## src/rtl/arith_sched.sv

```systemverilog
// ---------------------------------------------------------------------------
// arith_sched
//
// Two-requester scheduler in front of a shared arithmetic datapath. A
// round-robin arbiter picks one pending request in IDLE and latches its
// opcode and operands. In ISSUE it holds alu_start and the operands steady
// until the datapath reports finish. In RESP it presents the captured result
// until the consumer takes it.
//
// Optional feature (compile-time macro ARITH_SCHED_TIMEOUT_EN):
//   A down-counter runs while in ISSUE. If TIMEOUT_CYC cycles pass without
//   alu_finish, the operation is abandoned and answered with
//   rsp_data = 8'hFF and rsp_err = 1. Without the macro no counter is built
//   and ISSUE waits for alu_finish indefinitely.
//
// Parameters
//   TIMEOUT_CYC   maximum ISSUE cycles before a timeout response
//                 (only used with ARITH_SCHED_TIMEOUT_EN)
//
// Ports
//   clk, rst_n                 clock (rising edge), async active-low reset
//   req0_* / req1_*            requester valid/ready, op (0 add, 1 sub,
//                              2 mul, 3 div) and 4-bit operands a, b
//   alu_start                  start level to the datapath (high in ISSUE)
//   alu_in1, alu_in2, alu_sel  latched operands and op select
//   alu_out, alu_err           datapath result, sampled when alu_finish=1
//   alu_finish                 datapath done; ignored outside ISSUE
//   rsp_valid, rsp_ready       response handshake
//   rsp_id                     requester that owns the response
//   rsp_data, rsp_err          captured result
//
// State table
//   state   | meaning
//   IDLE    | arbitrate; grant and latch one request
//   ISSUE   | alu_start high, operands stable, wait for finish (or timeout)
//   RESP    | rsp_valid high, result stable, wait for rsp_ready
// ---------------------------------------------------------------------------
module arith_sched #(
    parameter int unsigned TIMEOUT_CYC = 15
) (
    input  logic       clk,
    input  logic       rst_n,

    input  logic       req0_valid,
    output logic       req0_ready,
    input  logic [1:0] req0_op,
    input  logic [3:0] req0_a,
    input  logic [3:0] req0_b,

    input  logic       req1_valid,
    output logic       req1_ready,
    input  logic [1:0] req1_op,
    input  logic [3:0] req1_a,
    input  logic [3:0] req1_b,

    output logic       alu_start,
    output logic [3:0] alu_in1,
    output logic [3:0] alu_in2,
    output logic [1:0] alu_sel,
    input  logic [7:0] alu_out,
    input  logic       alu_err,
    input  logic       alu_finish,

    output logic       rsp_valid,
    input  logic       rsp_ready,
    output logic       rsp_id,
    output logic [7:0] rsp_data,
    output logic       rsp_err
);

    typedef enum logic [1:0] {
        S_IDLE  = 2'd0,
        S_ISSUE = 2'd1,
        S_RESP  = 2'd2
    } state_t;

    state_t     r_state;
    state_t     w_state_nxt;

    // r_prio names the requester that wins a tie (0 after reset).
    logic       r_prio;
    logic [3:0] r_in1;
    logic [3:0] r_in2;
    logic [1:0] r_sel;
    logic       r_id;
    logic [7:0] r_data;
    logic       r_err;

    logic       w_idle;
    logic       w_gnt0;
    logic       w_gnt1;
    logic       w_accept;
    logic       w_tmo;
    logic       w_done;

    if (TIMEOUT_CYC == 0) begin : g_tmo_check
        $error("arith_sched: TIMEOUT_CYC must be at least 1");
    end

    // Grants are gated by rst_n so ready stays low while reset is held,
    // even though the state register already reads IDLE.
    assign w_idle   = rst_n & (r_state == S_IDLE);
    assign w_gnt0   = w_idle & req0_valid & (~req1_valid | ~r_prio);
    assign w_gnt1   = w_idle & req1_valid & (~req0_valid |  r_prio);
    assign w_accept = w_gnt0 | w_gnt1;

`ifdef ARITH_SCHED_TIMEOUT_EN
    localparam int unsigned TMO_W = (TIMEOUT_CYC > 1) ? $clog2(TIMEOUT_CYC) : 1;
    localparam logic [TMO_W-1:0] TMO_LOAD = TMO_W'(TIMEOUT_CYC - 1);

    logic [TMO_W-1:0] r_tmo_cnt;

    // Loaded with TIMEOUT_CYC-1 on acceptance so that terminal count is
    // reached in the TIMEOUT_CYC-th ISSUE cycle.
    always_ff @(posedge clk or negedge rst_n) begin
        if (!rst_n) begin
            r_tmo_cnt <= '0;
        end else if (w_accept) begin
            r_tmo_cnt <= TMO_LOAD;
        end else if ((r_state == S_ISSUE) && (r_tmo_cnt != '0)) begin
            r_tmo_cnt <= r_tmo_cnt - TMO_W'(1);
        end
    end

    assign w_tmo = (r_tmo_cnt == '0);
`else
    assign w_tmo = 1'b0;
`endif

    assign w_done = (r_state == S_ISSUE) & (alu_finish | w_tmo);

    // State register
    always_ff @(posedge clk or negedge rst_n) begin
        if (!rst_n) begin
            r_state <= S_IDLE;
        end else begin
            r_state <= w_state_nxt;
        end
    end

    // Next-state logic
    always_comb begin
        w_state_nxt = r_state;
        unique case (r_state)
            S_IDLE: begin
                if (w_accept) begin
                    w_state_nxt = S_ISSUE;
                end
            end
            S_ISSUE: begin
                if (w_done) begin
                    w_state_nxt = S_RESP;
                end
            end
            S_RESP: begin
                if (rsp_ready) begin
                    w_state_nxt = S_IDLE;
                end
            end
            default: begin
                w_state_nxt = S_IDLE;
            end
        endcase
    end

    // Output logic
    always_comb begin
        req0_ready = w_gnt0;
        req1_ready = w_gnt1;
        alu_start  = (r_state == S_ISSUE);
        rsp_valid  = (r_state == S_RESP);
    end

    // Request latch, arbitration history and response capture
    always_ff @(posedge clk or negedge rst_n) begin
        if (!rst_n) begin
            r_prio <= 1'b0;
            r_in1  <= '0;
            r_in2  <= '0;
            r_sel  <= '0;
            r_id   <= 1'b0;
            r_data <= '0;
            r_err  <= 1'b0;
        end else begin
            if (w_accept) begin
                // The loser of this round gets the next tie.
                r_prio <= w_gnt0;
                r_id   <= w_gnt1;
                r_sel  <= w_gnt1 ? req1_op : req0_op;
                r_in1  <= w_gnt1 ? req1_a  : req0_a;
                r_in2  <= w_gnt1 ? req1_b  : req0_b;
            end
            if (w_done) begin
                if (alu_finish) begin
                    r_data <= alu_out;
                    r_err  <= alu_err;
                end else begin
                    r_data <= 8'hFF;
                    r_err  <= 1'b1;
                end
            end
        end
    end

    assign alu_in1  = r_in1;
    assign alu_in2  = r_in2;
    assign alu_sel  = r_sel;
    assign rsp_id   = r_id;
    assign rsp_data = r_data;
    assign rsp_err  = r_err;

endmodule
```

## config.mk

```make
export PLATFORM = sky130hd
export DESIGN_NAME = arith_sched
export DESIGN_NICKNAME = d
export VERILOG_FILES = /design/src/rtl/arith_sched.sv
export SDC_FILE = /design/constraint.sdc
export NUM_CORES = 1
export LEC_CHECK = 0
export CAP_MARGIN = 20
export CORE_MARGIN = 2
export CORE_UTILIZATION = 65
export DETAILED_ROUTE_END_ITERATION = 8
export DONT_BUFFER_PORTS = 1
export GPL_ROUTABILITY_DRIVEN = 0
export PLACE_DENSITY = 0.81
export SLEW_MARGIN = 20
export SYNTH_ARGS = -nofsm -noshare
export SYNTH_HDL_FRONTEND = slang
export SYNTH_SLANG_ARGS = --single-unit
```

## constraint.sdc

```tcl
create_clock -name clk -period 2.7 [get_ports clk]
set_clock_uncertainty 0.1 [all_clocks]
set_input_delay 0.675 -clock clk [delete_from_list [all_inputs] [get_ports clk]]
set_output_delay 0.675 -clock clk [all_outputs]
set_load 0.05 [all_outputs]
```

==> run notes <==
Implementation results are summarized by area below.

Synth
The number of standard cells after synthesis is 109. The number of cells in the yosys synthesis report is 109. In the synthesized netlist, the cells that appear most often are 23 x sky130_fd_sc_hd__dfrtp_1, 14 x sky130_fd_sc_hd__inv_1, 11 x sky130_fd_sc_hd__nand2_1. In this run the cell area of the synthesized design comes to 1150 sq um. The area fraction in compound gates is 0.217. The number of distinct standard cells referenced by the synthesized netlist is 22. The main area contributors are sky130_fd_sc_hd__dfrtp_1 50%, sky130_fd_sc_hd__mux2_2 8.8%, sky130_fd_sc_hd__o22a_1 7.6%. Of the post-synthesis cell area, the part taken by muxes is 0.0880. The dominant kind of combinational cell is AND-OR/OR-AND gates. The share of synthesized area in the top cell type comes to 0.500. The area fraction in and, or, nand and nor cells after synthesis is 0.104.

The number of warning messages in the yosys log is 0. The share of synthesized area occupied by flip-flops and latches is 0.500.

Global route
The number of global-route vias before repair was 801. The number of antenna violations at the first check in global routing was 0. For this run, the total global-route usage over all layers was measured as 0.219.

The total overflow left after global routing is 0. The pin count of the biggest net entering global routing is 24.

Worst hold path
The worst min-delay path category is primary input to async pin.

Setup path
The signal on the critical path passes through nor3b_2, buf_4, nand3_2, inv_1, buf_12. The number of gates on the worst path with buffers counted is 5. STA lists the startpoint of the worst register-to-register path as r_state[1]$_DFFE_PN0P_. The report puts the cell count of the worst reg-to-reg path at 3. The start-to-end type of the worst setup path is flop to output port.

The cell type group with the largest total delay on the critical path is buffers and inverters. The critical path's slowest cell is sky130_fd_sc_hd__dfrtp_1. Data on the critical path is required at its endpoint by 1.92 ns. The reg2reg setup slack is 1.00 ns. The worst endpoint data arrival time is 1.58 ns. The category of the worst setup path launch point is a flop.

Final layout
The final antenna diode tally reported by the flow is 0. The fraction of final cell area spent on non-clock buffers in this run is 0.0337. The total number of nets in the final design is 145. The finished cells cover 1190 sq um.

The signed area change from the synthesized netlist to the final layout is 3.26%. In the final layout, the clock buffer count is 3. The count of multi-input gates is 64. The share of cells above drive strength 1 is 0.183. Per the layout report, the design carries 14 non-clock inverters.

The fraction of final cell area spent on clock buffers and inverters in this run is 0.0232. The multi-input logic portion of the cell area is 0.397.

Routing
The highest routing layer actually used is met4. In the log, the iteration count for the first detailed-route pass is 3. Per the log, the first TritonRoute iteration ended with a DRC count of 3.

The number of vias per cell is 6.55. For this block, wires on met1 add up to 901 microns. The antenna violation net count after detailed routing is 0.

Power
The maximum VDD drop is 0.793 mV. For this design the ratio of total power to cell area is 1450 nW/um^2. The script computed the net switching share of total power as 0.561. The net switching power is 964 uW.

The power report attributes to the clock group a share of 0.093. The power group with the highest consumption is sequential cells. The flip-flop and latch power is 1.13 mW.

Final timing
The final-report hold violation count is 0. The max-slew check reports its worst relative slack as 0.548. For the finished layout, the period the worst path requires is 2.35 ns. The setup TNS is 0 ns.

Run status
The flow ran to the end, and the final reports show no timing, DRC or antenna violations.

CTS
The clock tree from TritonCTS is done. Per the CTS log, the root buffer master is sky130_fd_sc_hd__clkbuf_4. The clock passes through at most 2 buffers. The post-CTS clock slew at the launch and capture registers of the worst setup and hold paths is 0.13 ns.

Post-CTS timing repair inserted 0 buffers for setup. Post-CTS repair changed the size of 0 cells. The clock latency reported for the late side of the worst-skew pair is 0.31 ns.

Placed design
The number of buffers inserted by port buffering is 0. The post-DP HPWL is 1590 microns. The post-place instance area is 1160 sq um. The number of placed instances, taps included, is 121.

Floorplan
The chip width is 46.1 microns. Measured along the y axis, the die boundary spans 46.1 microns. For this configuration, the core starts out at a cell density of 0.681.

The total I/O pin count is 59.

Flow run
The stage-log warning count is 26.
per-stage QoR:
step | hold WS (ns) | util | setup slack, ns | power, mW
5_1_grt | 0.223 | 0.704 | 0.223 | 1.80
3_5_place_dp | 0.280 | 0.684 | 0.463 | 1.57
2_1_floorplan | 0.279 | - | 0.425 | 1.49
6_report | 0.200 | 0.704 | 0.348 | 1.72
3_3_place_gp | 0.280 | 0.684 | 0.478 | 1.54
4_1_cts | 0.360 | 0.707 | 0.347 | 1.73
worst min-delay path by stage:
stage                                        end  depth (start not counted)      start  slack (ns)
after detailed placement  alu_in1[1]$_DFFE_PN0P_                          0      rst_n        0.28
after global routing      alu_in1[1]$_DFFE_PN0P_                          1      rst_n        0.22
final                     alu_in1[1]$_DFFE_PN0P_                          1      rst_n        0.20
after floorplan           alu_in1[0]$_DFFE_PN0P_                          0      rst_n        0.28
after global placement    alu_in1[1]$_DFFE_PN0P_                          0      rst_n        0.28
after CTS                 r_state[1]$_DFFE_PN0P_                          1  rsp_ready        0.36
cell usage in the layout, fill, tap and decap left out, drive strengths merged:
cell type | netlist | final
dfrtp | 23 | 23
inv | 14 | 14
nand2 | 12 | 12
o211ai | 10 | 10
a31oi | 10 | 10
o22a | 10 | 10
mux2 | 9 | 9
buf | 7 | 4
clkbuf | 1 | 3
nand2b | 2 | 2
o21ai | 2 | 2
a21o | 2 | 2
and2b | 1 | 1
nor3b | 1 | 1
nand3 | 1 | 1
and3 | 1 | 1
or2 | 1 | 1
and2 | 1 | 1
nor2b | 1 | 1
clkinv | 0 | 1
routing by layer:
layer	GRT usage	up-vias
li1	-	384
met1	0.250	399
met2	0.358	37
met3	0.0745	5
met4	0.114	0
met5	0	-
==> images/layer_met2.png <==
Drawn at 6 px/micron. Cells faint in the background.
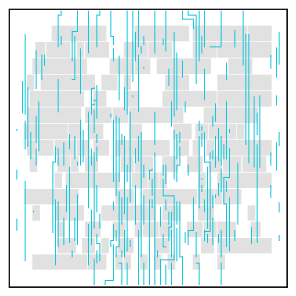
longest straight run: 21.9 microns
main direction: vertical

==> images/layer_met3.png <==
Drawn at 8 px/micron.
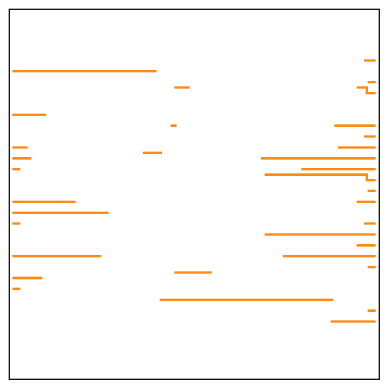
longest straight run: 21.4 microns
wire length on this layer: 180 microns
total detailed-routing wirelength: 2210 microns
total vias in the final route: 825
met3 usage: 0.0745

No activity file was given, so power comes from the tool's default toggle rates.
